[src/rtl/can_frame_receiver.sv]
// CAN 2.0A receive path: destuffing, CRC-15, form checks and frame assembly into rx_message.
// Optional dominant-ACK request output enabled by defining CAN_RX_ACK_DRIVE_EN.
module can_frame_receiver #(
    parameter int unsigned STUFF_LIMIT = 5,
    parameter int unsigned EOF_BITS    = 7,
    parameter int unsigned IDLE_BITS   = 11
) (
    input  logic         sys_clk,
    input  logic         IP2Can_reset,
    input  logic         baud_tick,
    input  logic         rx,
    output logic [127:0] rx_message,
    output logic         RXOK,
    output logic         rx_error,
    output logic [2:0]   rx_err_code,
    output logic         rx_busy,
    output logic         ack_drive
);

    typedef enum logic [3:0] {
        S_IDLE, S_SOF_WAIT, S_ARB, S_CTRL, S_DATA, S_CRC,
        S_CRC_DEL, S_ACK_SLOT, S_ACK_DEL, S_EOF, S_ERROR
    } state_t;

    localparam logic [14:0]       CRC_POLY  = 15'h4599;
    localparam int unsigned       RUN_W     = $clog2(STUFF_LIMIT + 1);
    localparam int unsigned       IDLE_W    = $clog2(IDLE_BITS + 1);
    localparam logic [RUN_W-1:0]  RUN_LIMIT = RUN_W'(STUFF_LIMIT);
    localparam logic [RUN_W-1:0]  RUN_ONE   = RUN_W'(1);
    localparam logic [IDLE_W-1:0] IDLE_LAST = IDLE_W'(IDLE_BITS - 1);
    localparam logic [6:0]        EOF_LAST  = 7'(EOF_BITS - 1);

    state_t            r_state;
    logic [IDLE_W-1:0] r_idle_cnt;
    logic [RUN_W-1:0]  r_run_cnt;
    logic              r_run_bit;
    logic [6:0]        r_bit_cnt;
    logic [6:0]        r_data_bits;
    logic [10:0]       r_id;
    logic              r_rtr;
    logic [3:0]        r_dlc;
    logic [63:0]       r_data;
    logic [14:0]       r_crc;
    logic [13:0]       r_crc_rx;

    logic              w_destuff_zone;
    logic              w_stuff_bit;
    logic [14:0]       w_crc_next;
    logic              w_crc_match;
    logic [3:0]        w_dlc_full;
    logic [3:0]        w_nbytes;
    logic              w_err;
    logic [2:0]        w_err_code;

    function automatic logic [14:0] crc_step(input logic [14:0] c, input logic b);
        logic fb;
        fb = b ^ c[14];
        return {c[13:0], 1'b0} ^ (fb ? CRC_POLY : 15'd0);
    endfunction

    assign w_destuff_zone = (r_state == S_ARB) || (r_state == S_CTRL) ||
                            (r_state == S_DATA) || (r_state == S_CRC);
    // The stuff bit that may follow the last CRC bit is consumed while in CRC_DEL.
    assign w_stuff_bit = (r_run_cnt == RUN_LIMIT) && (w_destuff_zone || (r_state == S_CRC_DEL));
    assign w_crc_next  = crc_step(r_crc, rx);
    assign w_crc_match = ({r_crc_rx, rx} == r_crc);
    assign w_dlc_full  = {r_dlc[2:0], rx};
    assign w_nbytes    = w_dlc_full[3] ? 4'd8 : w_dlc_full;

    always_comb begin
        w_err      = 1'b0;
        w_err_code = 3'd0;
        if (baud_tick) begin
            if (w_stuff_bit) begin
                if (rx == r_run_bit) begin
                    w_err      = 1'b1;
                    w_err_code = 3'd1;
                end
            end else begin
                case (r_state)
                    S_CTRL: if (r_bit_cnt == 7'd0 && rx) begin
                        w_err      = 1'b1;
                        w_err_code = 3'd4;
                    end
                    S_CRC: if (r_bit_cnt == 7'd14 && !w_crc_match) begin
                        w_err      = 1'b1;
                        w_err_code = 3'd2;
                    end
                    S_CRC_DEL, S_ACK_DEL, S_EOF: if (!rx) begin
                        w_err      = 1'b1;
                        w_err_code = 3'd3;
                    end
                    default: ;
                endcase
            end
        end
    end

    always_ff @(posedge sys_clk) begin
        if (IP2Can_reset) begin
            r_state     <= S_IDLE;
            r_idle_cnt  <= '0;
            r_run_cnt   <= '0;
            r_run_bit   <= 1'b0;
            r_bit_cnt   <= '0;
            r_data_bits <= '0;
            r_id        <= '0;
            r_rtr       <= 1'b0;
            r_dlc       <= '0;
            r_data      <= '0;
            r_crc       <= '0;
            r_crc_rx    <= '0;
            rx_message  <= '0;
            RXOK        <= 1'b0;
            rx_error    <= 1'b0;
            rx_err_code <= '0;
            rx_busy     <= 1'b0;
        end else begin
            RXOK     <= 1'b0;
            rx_error <= 1'b0;
            if (w_err) begin
                rx_error    <= 1'b1;
                rx_err_code <= w_err_code;
                rx_busy     <= 1'b0;
                r_state     <= S_ERROR;
            end else if (baud_tick) begin
                if (w_stuff_bit) begin
                    r_run_bit <= rx;
                    r_run_cnt <= RUN_ONE;
                end else begin
                    if (w_destuff_zone) begin
                        if (rx == r_run_bit) begin
                            r_run_cnt <= r_run_cnt + 1'b1;
                        end else begin
                            r_run_bit <= rx;
                            r_run_cnt <= RUN_ONE;
                        end
                    end
                    case (r_state)
                        S_IDLE: begin
                            if (!rx) begin
                                r_idle_cnt <= '0;
                            end else if (r_idle_cnt == IDLE_LAST) begin
                                r_idle_cnt <= '0;
                                r_state    <= S_SOF_WAIT;
                            end else begin
                                r_idle_cnt <= r_idle_cnt + 1'b1;
                            end
                        end
                        S_SOF_WAIT: if (!rx) begin
                            r_state   <= S_ARB;
                            rx_busy   <= 1'b1;
                            r_run_bit <= 1'b0;
                            r_run_cnt <= RUN_ONE;
                            r_crc     <= crc_step(15'd0, 1'b0);
                            r_bit_cnt <= '0;
                            r_id      <= '0;
                            r_dlc     <= '0;
                            r_data    <= '0;
                        end
                        S_ARB: begin
                            r_crc <= w_crc_next;
                            if (r_bit_cnt == 7'd11) begin
                                r_rtr     <= rx;
                                r_bit_cnt <= '0;
                                r_state   <= S_CTRL;
                            end else begin
                                r_id      <= {r_id[9:0], rx};
                                r_bit_cnt <= r_bit_cnt + 1'b1;
                            end
                        end
                        S_CTRL: begin
                            r_crc <= w_crc_next;
                            if (r_bit_cnt >= 7'd2) r_dlc <= w_dlc_full;
                            if (r_bit_cnt == 7'd5) begin
                                r_bit_cnt   <= '0;
                                r_data_bits <= {w_nbytes, 3'b000};
                                r_state     <= (r_rtr || w_dlc_full == 4'd0) ? S_CRC : S_DATA;
                            end else begin
                                r_bit_cnt <= r_bit_cnt + 1'b1;
                            end
                        end
                        S_DATA: begin
                            r_crc <= w_crc_next;
                            r_data[6'd63 - r_bit_cnt[5:0]] <= rx;
                            if (r_bit_cnt == r_data_bits - 7'd1) begin
                                r_bit_cnt <= '0;
                                r_state   <= S_CRC;
                            end else begin
                                r_bit_cnt <= r_bit_cnt + 1'b1;
                            end
                        end
                        S_CRC: begin
                            r_crc_rx <= {r_crc_rx[12:0], rx};
                            if (r_bit_cnt == 7'd14) begin
                                r_bit_cnt <= '0;
                                r_state   <= S_CRC_DEL;
                            end else begin
                                r_bit_cnt <= r_bit_cnt + 1'b1;
                            end
                        end
                        S_CRC_DEL: r_state <= S_ACK_SLOT;
                        S_ACK_SLOT: r_state <= S_ACK_DEL;
                        S_ACK_DEL: begin
                            r_bit_cnt <= '0;
                            r_state   <= S_EOF;
                        end
                        S_EOF: begin
                            if (r_bit_cnt == EOF_LAST) begin
                                rx_message <= {r_id, r_rtr, r_dlc, r_data, 48'd0};
                                RXOK       <= 1'b1;
                                rx_busy    <= 1'b0;
                                r_idle_cnt <= '0;
                                r_state    <= S_IDLE;
                            end else begin
                                r_bit_cnt <= r_bit_cnt + 1'b1;
                            end
                        end
                        S_ERROR: begin
                            r_idle_cnt <= rx ? IDLE_W'(1) : '0;
                            r_state    <= S_IDLE;
                        end
                        default: r_state <= S_IDLE;
                    endcase
                end
            end
        end
    end

`ifdef CAN_RX_ACK_DRIVE_EN
    logic r_ack_drive;

    // CRC_DEL is only reachable after a matching CRC, so entering ACK_SLOT implies a good CRC.
    always_ff @(posedge sys_clk) begin
        if (IP2Can_reset) begin
            r_ack_drive <= 1'b0;
        end else if (w_err) begin
            r_ack_drive <= 1'b0;
        end else if (baud_tick && !w_stuff_bit) begin
            if (r_state == S_CRC_DEL) begin
                r_ack_drive <= 1'b1;
            end else if (r_state == S_ACK_SLOT) begin
                r_ack_drive <= 1'b0;
            end
        end
    end

    assign ack_drive = r_ack_drive;
`else
    assign ack_drive = 1'b0;
`endif

endmodule
[config.mk]
export PLATFORM = sky130hd
export DESIGN_NAME = can_frame_receiver
export DESIGN_NICKNAME = d
export VERILOG_FILES = /design/src/rtl/can_frame_receiver.sv
export SDC_FILE = /design/constraint.sdc
export NUM_CORES = 1
export LEC_CHECK = 0
export CORE_UTILIZATION = 35
export CTS_BUF_LIST = sky130_fd_sc_hd__clkbuf_16
export DETAILED_ROUTE_END_ITERATION = 12
export HOLD_SLACK_MARGIN = 0.1
export PLACE_DENSITY = 0.55
export SLEW_MARGIN = 20
export SYNTH_ARGS = -nofsm -noshare
export SYNTH_HDL_FRONTEND = slang
export SYNTH_SLANG_ARGS = --single-unit
[constraint.sdc]
create_clock -name sys_clk -period 2.7 [get_ports sys_clk]
set_clock_uncertainty 0.05 [all_clocks]
set_input_delay 0.54 -clock sys_clk [delete_from_list [all_inputs] [get_ports sys_clk]]
set_output_delay 0.54 -clock sys_clk [all_outputs]
set_load 0.005 [all_outputs]
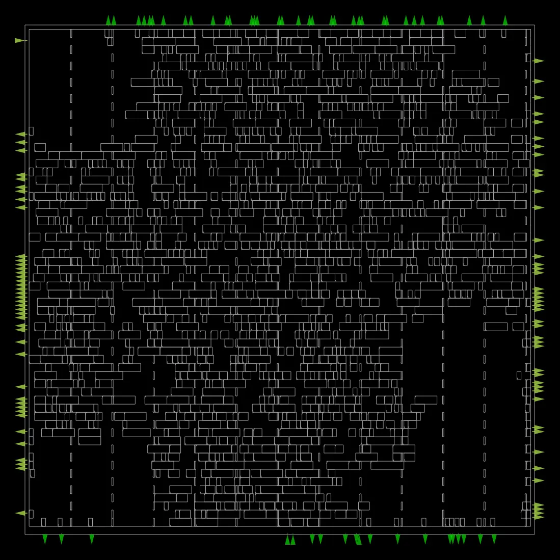
Fig. 1. Cell placement (run 1).
Final Util: 43.9%
TAP cells: 378
area of the core: 27800 um^2

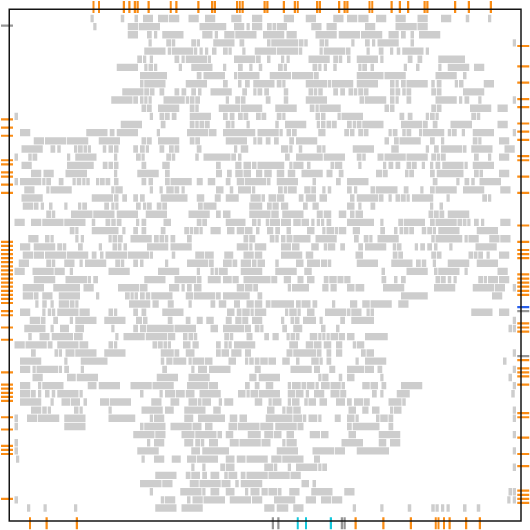
Fig. 2. Ports around the boundary (run 1).
Drawn at 3 px/um. Pins as bars across the die edge, other pins in gray.
Key: `rx_err_code` = cyan [pins 3, direction output, edge south]; `rx_message` = orange [pins 128, direction output, edge 41 west, 40 east, 35 north, 12 south]; `rx_busy` = blue [pins 1, direction output, edge east]
All pins by edge: 43 east, 42 west, 35 north, 19 south.
Die Width: 170 um
IO buf count: 89
die height: 170 um

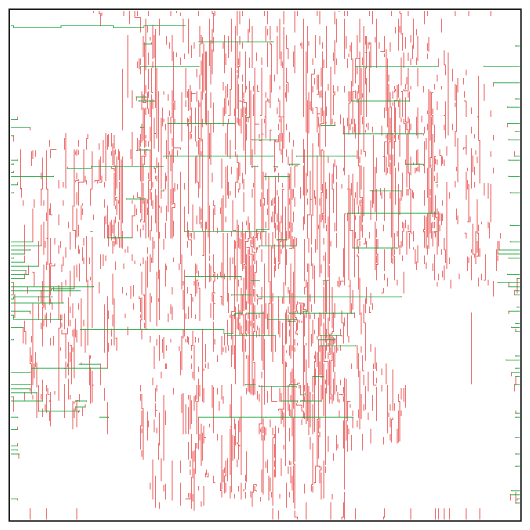
Fig. 3. Signal wires by layer (run 1).
Drawn at 3 px/um. Only two layers are drawn.
Key: met3 = green [wire length 1190 um]; met2 = red [wire length 11200 um]

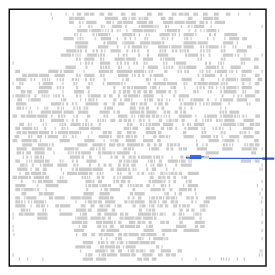
Fig. 4. Wires at chosen ports, followed through buffers (run 1).
Drawn at 1.5 px/um.
Key: `rx_busy` = blue [bits 1, direction output, edge east, end cells 1, buffers 1, wire 51.2 um]
# IOs: 139

==> results.py, run 1 <==
# Physical implementation metrics
metrics = {
    "outcome": {
        "status": "finished, final reports clean",
    },
    "grt": {
        "grt_max_degree": 57,
        "track_usage_pct": 18.0,
        "grt_use_met1_pct": 25.9,
        "grt_most_used_layer": "met2",
        "grtUsageMet2_pct": 27.8,
        "antenna_found_initial": 0,
        "grt_pass1_vias": 8085,
        "grt_util_met3_pct": 2.70,
        "overflow": 0,
        "grt_pass1_wl_mm": 42.4,
    },
    "clock_tree": {
        "h-tree-depth": 1,
        "cts-hold-fix-buffers": 0,
        "numCtsBuffers": 25,
        "cts.clk_slew.worst_paths_ns": 0.06,
        "post_cts_buffers": 0,
        "cts_resized": 0,
        "clock_sink_count": 218,
        "clk_latency_ns": 0.54,
        "root_buffer": "clkbuf_16",
        "cts_buffer_depth": 3,
    },
    "hold_path": {
        "min_to": "r_crc_rx[2]",
        "min_path_cells": 2,
        "hold_path_class": "primary input to flop",
        "min_from": "IP2Can_reset",
    },
    "layout": {
        "clock_area_share_pct": 6.43,
        "n_all_inverters": 11,
        "lay_top_count": "nand2_1",
        "fillers": 2852,
        "comb_area_share_pct": 39.9,
        "logic_area_um2": 4870,
        "flops": 218,
        "largest_register_ffs": 80,
        "regMostFlops": "rx_message",
        "dominant_cells": "combinational gates",
        "area_growth_pct": 23.3,
        "reg_top3": "rx_message (80), r_data (64), r_crc (15)",
        "diodes": 0,
        "design_area_um2": 12200,
        "layout_top_cells": "nand2_1, a21oi_1, dfxtp_1",
        "final_cells": 1748,
        "layout-drive-gt1-share_pct": 11.2,
        "clock_buffers": 25,
        "n_all_buffers": 181,
        "finalNetCount": 1364,
        "buffer_area_share_pct": 13.6,
        "comb_cells": 914,
        "sh_seq_area_pct": 35.8,
        "register_area_um2": 4370,
    },
    "final_timing": {
        "finalCriticalPeriod_ns": 2.54,
        "worst_slack_ns": 0.157,
        "setup-tns-final_ns": 0,
        "finalSetupViolations": 0,
        "fin_crit_sh_pct": 94.2,
        "fmax_mhz": 393,
        "hold_slack_ns": 0.189,
        "worst_pin_slew_ns": 0.847,
        "hold_viol": 0,
    },
    "drt": {
        "vias": 8661,
        "wl_met3_mm": 1.19,
        "drtPass1Iterations": 4,
        "wl_met1_mm": 13.2,
        "antenna_left": 0,
        "drt_wl_total_mm": 26.0,
        "drc": 0,
        "vias_per_cell": 4.95,
        "drtIter0Drc": 598,
        "wl_per_cell_um": 14.9,
        "top_layer_used": "met4",
        "route.met2.wl_mm": 11.2,
    },
    "flow_run": {
        "drv_cap": 0,
        "tool_warnings": 31,
    },
    "critical_path": {
        "slowest_stage": "dfxtp_2",
        "timing.critical_path.from": "r_state[1]",
        "setup.worst_path.end": "r_data[1]",
        "r2r_setup_slack_ns": 0.16,
        "path_class": "flop to flop",
        "crit_top_cell": "buf_4",
        "required_ns": 3.12,
        "r2r_cells": 9,
        "critPathArrivalTime_ns": 2.96,
        "crit_family": "simple AND/OR/NAND/NOR gates",
        "critPathMaxFanout": 11,
        "cp_slowest_stage_delay_ns": 0.37,
        "path_cells": "buf_4 > buf_4 > nor2_1 > and2_1 > nand3_1 > nor3_1 > buf_4 > nand2_1 > a21oi_1",
        "rr_endpoint": "r_data[1]",
        "cp_num_buf_inv": 3,
        "path_depth": 9,
        "crit_path_end_kind": "flop",
        "start_kind": "flop",
    },
    "power": {
        "power_frac_clock_pct": 46.6,
        "seqPwrFrac_pct": 46.6,
        "pg_clk_w": 0.00325,
        "power.share.combinational_pct": 6.8,
        "seq_cell_power_w": 0.00325,
        "vdd.ir_drop.worst_v": 0.000469,
        "leakagePower_nw": 4.48,
        "power_leader": "registers",
        "pg_comb_w": 0.000475,
        "power_density_nw_per_um2": 572,
        "power.internal_w": 0.00528,
        "switching_power_w": 0.00169,
        "total_power_w": 0.00697,
        "switching_share_pct": 24.3,
    },
    "synth": {
        "edf_count": 0,
        "yosys-top-cells-area": "dfxtp_1, a21oi_1, nand2_1",
        "yosysMostFrequentCell": "nand2_1",
        "synthAdderAreaFrac_pct": 1.14,
        "flop_cell": "dfxtp_1",
        "ys_cells": 1240,
        "postSynthSeqShare_pct": 44.1,
        "compound_area_share_pct": 20.9,
        "ys_top_cells_by_count": "nand2_1, a21oi_1, dfxtp_1",
        "synth.top_cell.area_share_pct": 44.1,
        "synthMuxAreaShare_pct": 1.83,
        "async_reset_ff_share_pct": 0,
        "ys_sh_xor_pct": 2.66,
        "synthCells": 1240,
        "synthTopLogicFamily": "AND-OR/OR-AND gates",
        "synth-warning-count": 0,
        "synth_chip_area_um2": 9890,
        "numSynthFlops": 218,
        "synthesis.area_um2": 9890,
        "postSynthAreaPerCell_um2": 7.98,
        "simple_gate_share_pct": 20.5,
    },
    "floorplanning": {
        "fp_util_pct": 35.6,
        "rows": 61,
    },
    "placed_design": {
        "dpl-instance-area_um2": 11400,
        "place_congestion": 0.903,
        "pre_cts_ws_ns": -0.287,
        "hpwl_mm": 17.1,
        "numPlacedInstances": 1701,
    },
}
Fig. 5: run 1, cells by drive strength
Drawn at 3 px/um.
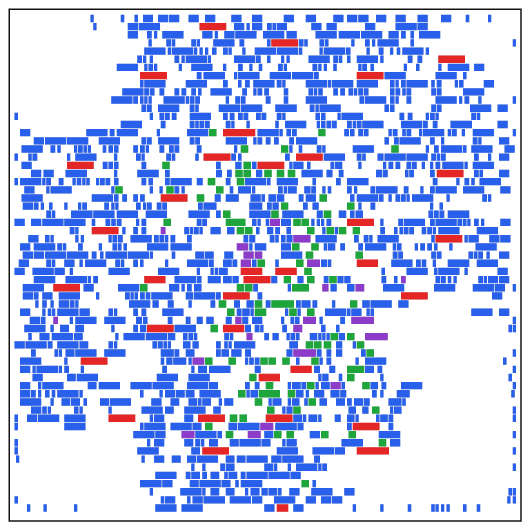

==> run 2, diff against run 1 <==
--- a/config.mk
+++ b/config.mk
@@ -7,9 +7,9 @@
 export LEC_CHECK = 0
 export CORE_UTILIZATION = 35
 export CTS_BUF_LIST = sky130_fd_sc_hd__clkbuf_16
+export CTS_CLUSTER_SIZE = 20
 export DETAILED_ROUTE_END_ITERATION = 12
 export HOLD_SLACK_MARGIN = 0.1
-export PLACE_DENSITY = 0.55
 export SLEW_MARGIN = 20
 export SYNTH_ARGS = -nofsm -noshare
 export SYNTH_HDL_FRONTEND = slang
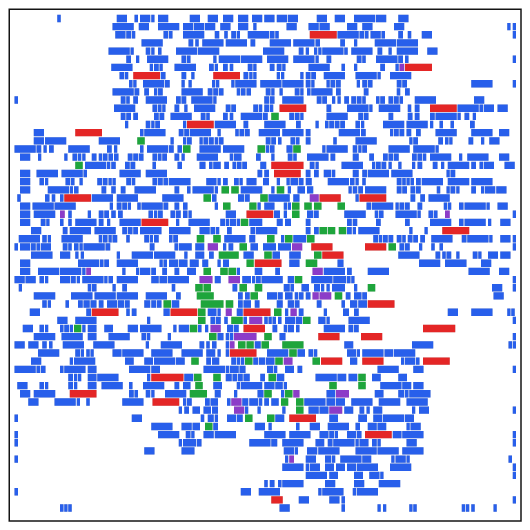
Fig. 6. Cells by drive strength (run 2).
Drawn at 3 px/um.
Key: drive 3 to 4 = green [cells 83, share 6.1%]; drive 2 = purple [cells 25, share 1.8%]; drive 1 or less = blue [cells 1214, share 89%]; drive 6 and up = red [cells 38, share 2.8%]
Layout area overhead: 23.1%
worst path setup slack after routing: 0.167 ns
buffers outside the clock class: 171
post-route cell area: 12200 um^2

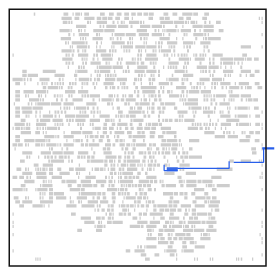
Fig. 7. Wires at chosen ports, followed through buffers (run 2).
Drawn at 1.5 px/um.
Key: `rx_busy` = blue [bits 1, direction output, edge east, end cells 1, buffers 1, wire 81.6 um]

==> run 2 against run 1 <==
  * Largest cell class unchanged
  * Worst hold slack better by 0.11 ns
  * Register-to-register slack hardly changed
  * First-iteration DRC count is 5.4% higher
==> results.py, run 2 <==
# Physical implementation metrics
metrics = {
    "layout": {
        "logic_area_um2": 4870,
        "diodes": 0,
        "largest_register_ffs": 80,
        "final_cells": 1738,
        "reg_top3": "rx_message (80), r_data (64), r_crc (15)",
        "comb_cells": 914,
        "sh_seq_area_pct": 35.9,
        "register_area_um2": 4370,
        "clock_area_share_pct": 6.69,
        "regMostFlops": "rx_message",
        "clock_buffers": 25,
        "layout-drive-gt1-share_pct": 10.7,
        "buffer_area_share_pct": 13.2,
    },
    "placed_design": {
        "dpl-instance-area_um2": 11300,
        "numPlacedInstances": 1692,
        "hpwl_mm": 16.8,
        "port_buffers": 89,
        "place_congestion": 0.850,
    },
    "clock_tree": {
        "numCtsBuffers": 25,
        "h-tree-depth": 1,
        "clk_latency_ns": 0.54,
        "cts-hold-fix-buffers": 0,
        "root_buffer": "clkbuf_16",
        "cts_buffer_depth": 3,
        "post_cts_buffers": 0,
        "cts_resized": 1,
        "clock_sink_count": 218,
    },
    "synth": {
        "synthesis.area_um2": 9890,
        "yosys-top-cells-area": "dfxtp_1, a21oi_1, nand2_1",
        "async_reset_ff_share_pct": 0,
        "numSynthFlops": 218,
        "edf_count": 0,
        "flop_cell": "dfxtp_1",
        "compound_area_share_pct": 20.9,
        "synthMuxAreaShare_pct": 1.83,
        "synth-warning-count": 0,
        "ys_sh_xor_pct": 2.66,
        "ys_cells": 1240,
        "ys_top_cells_by_count": "nand2_1, a21oi_1, dfxtp_1",
        "synth_chip_area_um2": 9890,
        "synthTopLogicFamily": "AND-OR/OR-AND gates",
        "simple_gate_share_pct": 20.5,
        "postSynthSeqShare_pct": 44.1,
        "synthCells": 1240,
        "synthAdderAreaFrac_pct": 1.14,
        "yosysMostFrequentCell": "nand2_1",
    },
    "final_timing": {
        "fmax_mhz": 395,
        "slew_violations": 0,
        "fin_crit_sh_pct": 93.8,
        "worst_pin_slew_ns": 0.824,
        "hold_slack_ns": 0.303,
        "finalCriticalPeriod_ns": 2.53,
        "setup-tns-final_ns": 0,
        "finalSetupViolations": 0,
    },
    "drt": {
        "wl_per_cell_um": 14.7,
        "drtPass1Iterations": 5,
        "drtIter0Drc": 630,
        "wl_met3_mm": 1.34,
        "wl_met1_mm": 12.6,
        "route.met2.wl_mm": 11.2,
        "vias": 8649,
        "vias_per_cell": 4.98,
        "top_layer_used": "met4",
    },
    "critical_path": {
        "required_ns": 3.11,
        "start_kind": "flop",
        "crit_path_end_kind": "flop",
        "critPathArrivalTime_ns": 2.94,
        "slowest_stage": "or3b_2",
        "r2r_setup_slack_ns": 0.17,
        "path_depth": 10,
        "path_class": "flop to flop",
        "critPathMaxFanout": 10,
        "r2r_cells": 10,
        "cp_num_buf_inv": 3,
        "path_cells": "or3b_2 > a311o_2 > buf_4 > o211ai_1 > nor3_1 > buf_4 > nor4_2 > buf_4 > nand4b_1 > o21ai_0",
        "rr_endpoint": "r_bit_cnt[2]",
        "crit_top_cell": "buf_4",
        "timing.critical_path.from": "r_state[3]",
        "cp_slowest_stage_delay_ns": 0.59,
    },
    "floorplanning": {
        "ios": 139,
        "core_area_um2": 27800,
        "well_tap_count": 378,
        "fp_util_pct": 35.6,
        "die_width_um": 170,
    },
    "power": {
        "power_frac_clock_pct": 47.5,
        "leakagePower_nw": 4.44,
        "seqPwrFrac_pct": 45.9,
        "total_power_w": 0.00709,
        "pg_comb_w": 0.000467,
        "power_leader": "the clock network",
        "power_density_nw_per_um2": 582,
        "seq_cell_power_w": 0.00325,
        "switching_share_pct": 24.1,
        "switching_power_w": 0.00171,
        "vdd.ir_drop.worst_v": 0.000297,
        "pg_clk_w": 0.00336,
    },
    "outcome": {
        "status": "finished, final reports clean",
    },
    "hold_path": {
        "hold_path_class": "primary input to flop",
        "min_from": "IP2Can_reset",
        "min_to": "r_crc_rx[5]",
        "min_path_cells": 2,
    },
    "grt": {
        "grt_most_used_layer": "met2",
        "grt_use_met1_pct": 25.1,
        "grtUsageMet2_pct": 27.5,
        "track_usage_pct": 17.5,
        "antenna_found_initial": 0,
        "grt_pass1_wl_mm": 41.7,
        "overflow": 0,
    },
}
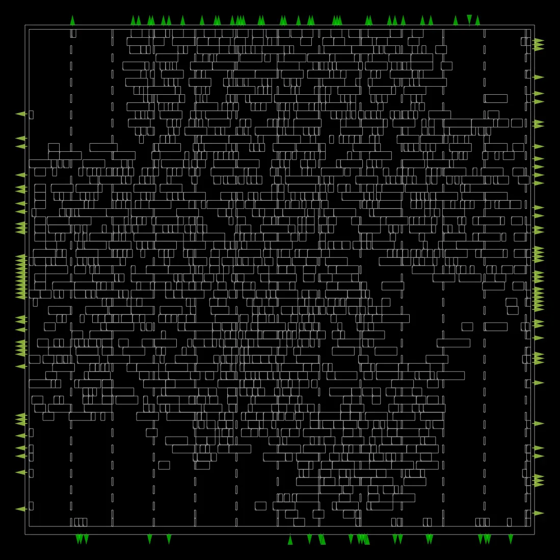
Fig. 8. Cell placement (run 2).
Final Util: 43.8%
FP Rows: 61
Seq Cell Count: 218

Fig. 9: run 2, signal wires by layer
Drawn at 3 px/um. Only two layers are drawn.
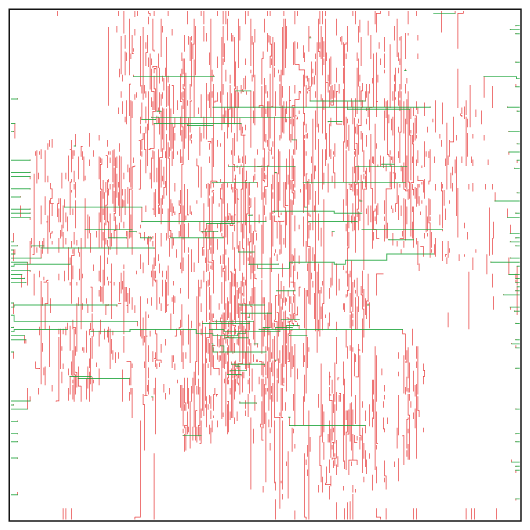

==> run 3, diff against run 2 <==
--- a/config.mk
+++ b/config.mk
@@ -7,6 +7,7 @@
 export LEC_CHECK = 0
 export CORE_UTILIZATION = 35
 export CTS_BUF_LIST = sky130_fd_sc_hd__clkbuf_16
+export CTS_CLUSTER_DIAMETER = 30
 export CTS_CLUSTER_SIZE = 20
 export DETAILED_ROUTE_END_ITERATION = 12
 export HOLD_SLACK_MARGIN = 0.1
@@ -14,3 +15,4 @@
 export SYNTH_ARGS = -nofsm -noshare
 export SYNTH_HDL_FRONTEND = slang
 export SYNTH_SLANG_ARGS = --single-unit
+export TNS_END_PERCENT = 10
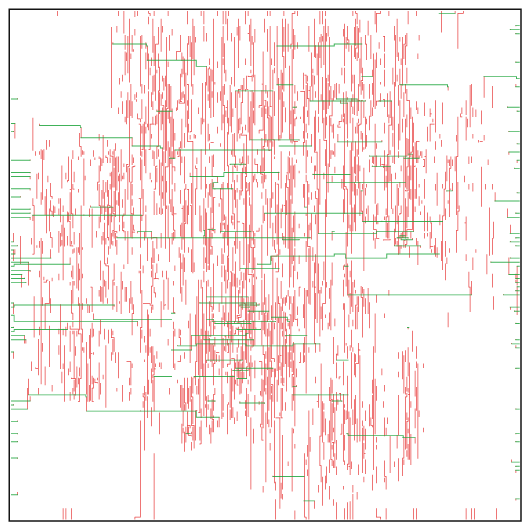
Fig. 10. Signal wires by layer (run 3).
Drawn at 3 px/um. Only two layers are drawn.
Key: met3 = green [wire length 1510 um]; met2 = red [wire length 11900 um]

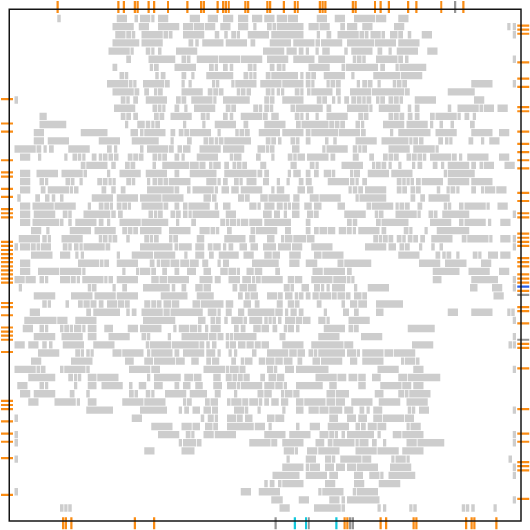
Fig. 11. Ports around the boundary (run 3).
Drawn at 3 px/um. Pins as bars across the die edge, other pins in gray.
Key: `rx_message` = orange [pins 128, direction output, edge 41 east, 38 west, 34 north, 15 south]; `rx_busy` = blue [pins 1, direction output, edge east]; `rx_err_code` = cyan [pins 3, direction output, edge south]

==> run 3 against run 2 <==
  * Via count rose by 2.6%
  * Sequential share of layout area fell by 3.2 points
  * Cell area rose by 9.6%
  * Critical endpoint unchanged
==> results.py, run 3 <==
# Physical implementation metrics
metrics = {
    "grt": {
        "track_usage_pct": 18.2,
        "grt_util_met3_pct": 3.74,
        "grt_pass1_vias": 8285,
        "grt_use_met1_pct": 25.2,
        "antenna_found_initial": 0,
        "grt_max_degree": 112,
        "overflow": 0,
        "grtUsageMet2_pct": 28.3,
        "grt_pass1_wl_mm": 43.1,
        "grt_most_used_layer": "met2",
    },
    "hold_path": {
        "min_from": "IP2Can_reset",
        "min_path_cells": 2,
        "min_to": "r_crc_rx[2]",
        "hold_path_class": "primary input to flop",
    },
    "layout": {
        "comb_cells": 914,
        "clock_area_share_pct": 14.9,
        "fin_util_pct": 48.0,
        "largest_register_ffs": 80,
        "n_all_inverters": 11,
        "flops": 218,
        "diodes": 0,
        "logic_area_um2": 4860,
        "layout_top_cells": "nand2_1, a21oi_1, dfxtp_1",
        "design_area_um2": 13300,
        "register_area_um2": 4370,
        "lay_top_count": "nand2_1",
        "regMostFlops": "rx_message",
        "n_all_buffers": 171,
        "final_cells": 1793,
        "finalNetCount": 1384,
        "sh_seq_area_pct": 32.7,
        "fillers": 2674,
        "reg_top3": "rx_message (80), r_data (64), r_crc (15)",
        "comb_area_share_pct": 36.4,
        "buffer_area_share_pct": 12.0,
        "clock_buffers": 55,
        "area_growth_pct": 34.9,
    },
    "final_timing": {
        "fmax_mhz": 395,
        "setup-tns-final_ns": 0,
        "finalSetupViolations": 0,
        "hold_viol": 0,
        "hold_slack_ns": 0.271,
        "worst_slack_ns": 0.171,
    },
    "power": {
        "power.share.combinational_pct": 4.4,
        "power_frac_clock_pct": 65.1,
        "leakagePower_nw": 4.99,
        "seq_cell_power_w": 0.00327,
        "total_power_w": 0.0107,
        "pg_clk_w": 0.00696,
        "power.internal_w": 0.00827,
        "vdd.ir_drop.worst_v": 0.000483,
        "switching_power_w": 0.00242,
        "power_density_nw_per_um2": 801,
    },
    "synth": {
        "synthMuxAreaShare_pct": 1.83,
        "synthCells": 1240,
        "yosys-top-cells-area": "dfxtp_1, a21oi_1, nand2_1",
        "postSynthSeqShare_pct": 44.1,
        "ys_sh_xor_pct": 2.66,
        "edf_count": 0,
        "synth-warning-count": 0,
        "ys_top_cells_by_count": "nand2_1, a21oi_1, dfxtp_1",
        "synthesis.area_um2": 9890,
        "synth_chip_area_um2": 9890,
        "flop_cell": "dfxtp_1",
        "yosysMostFrequentCell": "nand2_1",
        "postSynthAreaPerCell_um2": 7.98,
        "ys_cells": 1240,
        "simple_gate_share_pct": 20.5,
    },
    "critical_path": {
        "path_depth": 10,
        "r2r_cells": 10,
        "crit_path_end_kind": "flop",
        "slowest_stage": "or3b_2",
        "path_cells": "or3b_2 > a311o_2 > buf_4 > o211ai_1 > nor3_1 > buf_4 > nor4_2 > buf_4 > nand4b_1 > o21ai_0",
        "required_ns": 3.13,
        "cp_num_buf_inv": 3,
        "crit_top_cell": "buf_4",
        "setup.worst_path.end": "r_bit_cnt[2]",
        "critPathMaxFanout": 10,
        "timing.critical_path.from": "r_state[3]",
        "rr_endpoint": "r_bit_cnt[2]",
    },
    "placed_design": {
        "place_congestion": 0.850,
        "numPlacedInstances": 1692,
        "pre_cts_ws_ns": -0.294,
    },
    "drt": {
        "drtPass1Iterations": 6,
        "antenna_left": 0,
        "vias_per_cell": 4.95,
        "route.met2.wl_mm": 11.9,
        "drtIter0Drc": 675,
        "drc": 0,
    },
    "clock_tree": {
        "cts_buffer_depth": 3,
        "cts.clk_slew.worst_paths_ns": 0.05,
        "root_buffer": "clkbuf_16",
        "post_cts_buffers": 0,
        "cts_resized": 1,
        "clock_sink_count": 218,
        "clk_latency_ns": 0.57,
        "cts-hold-fix-buffers": 0,
    },
    "floorplanning": {
        "fp_util_pct": 35.6,
        "rows": 61,
        "core_area_um2": 27800,
        "ios": 139,
        "die_width_um": 170,
        "well_tap_count": 378,
    },
    "flow_run": {
        "tool_warnings": 33,
        "drv_cap": 0,
    },
    "outcome": {
        "status": "finished, final reports clean",
    },
}
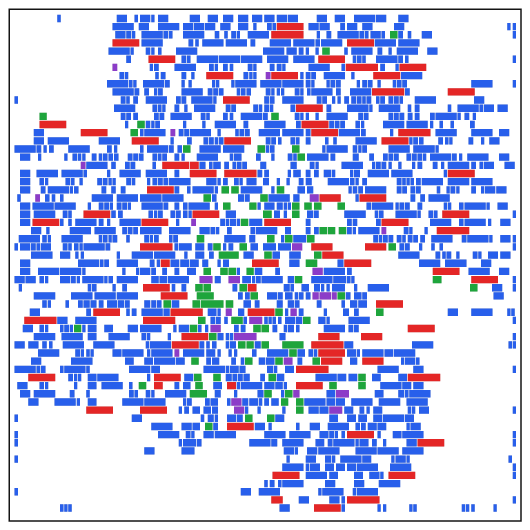
Fig. 12. Cells by drive strength (run 3).
Drawn at 3 px/um.
Key: drive 2 = purple [cells 27, share 1.9%]; drive 6 and up = red [cells 83, share 5.9%]; drive 3 to 4 = green [cells 91, share 6.4%]; drive 1 or less = blue [cells 1214, share 86%]

Power and IR drop assume default switching activity.
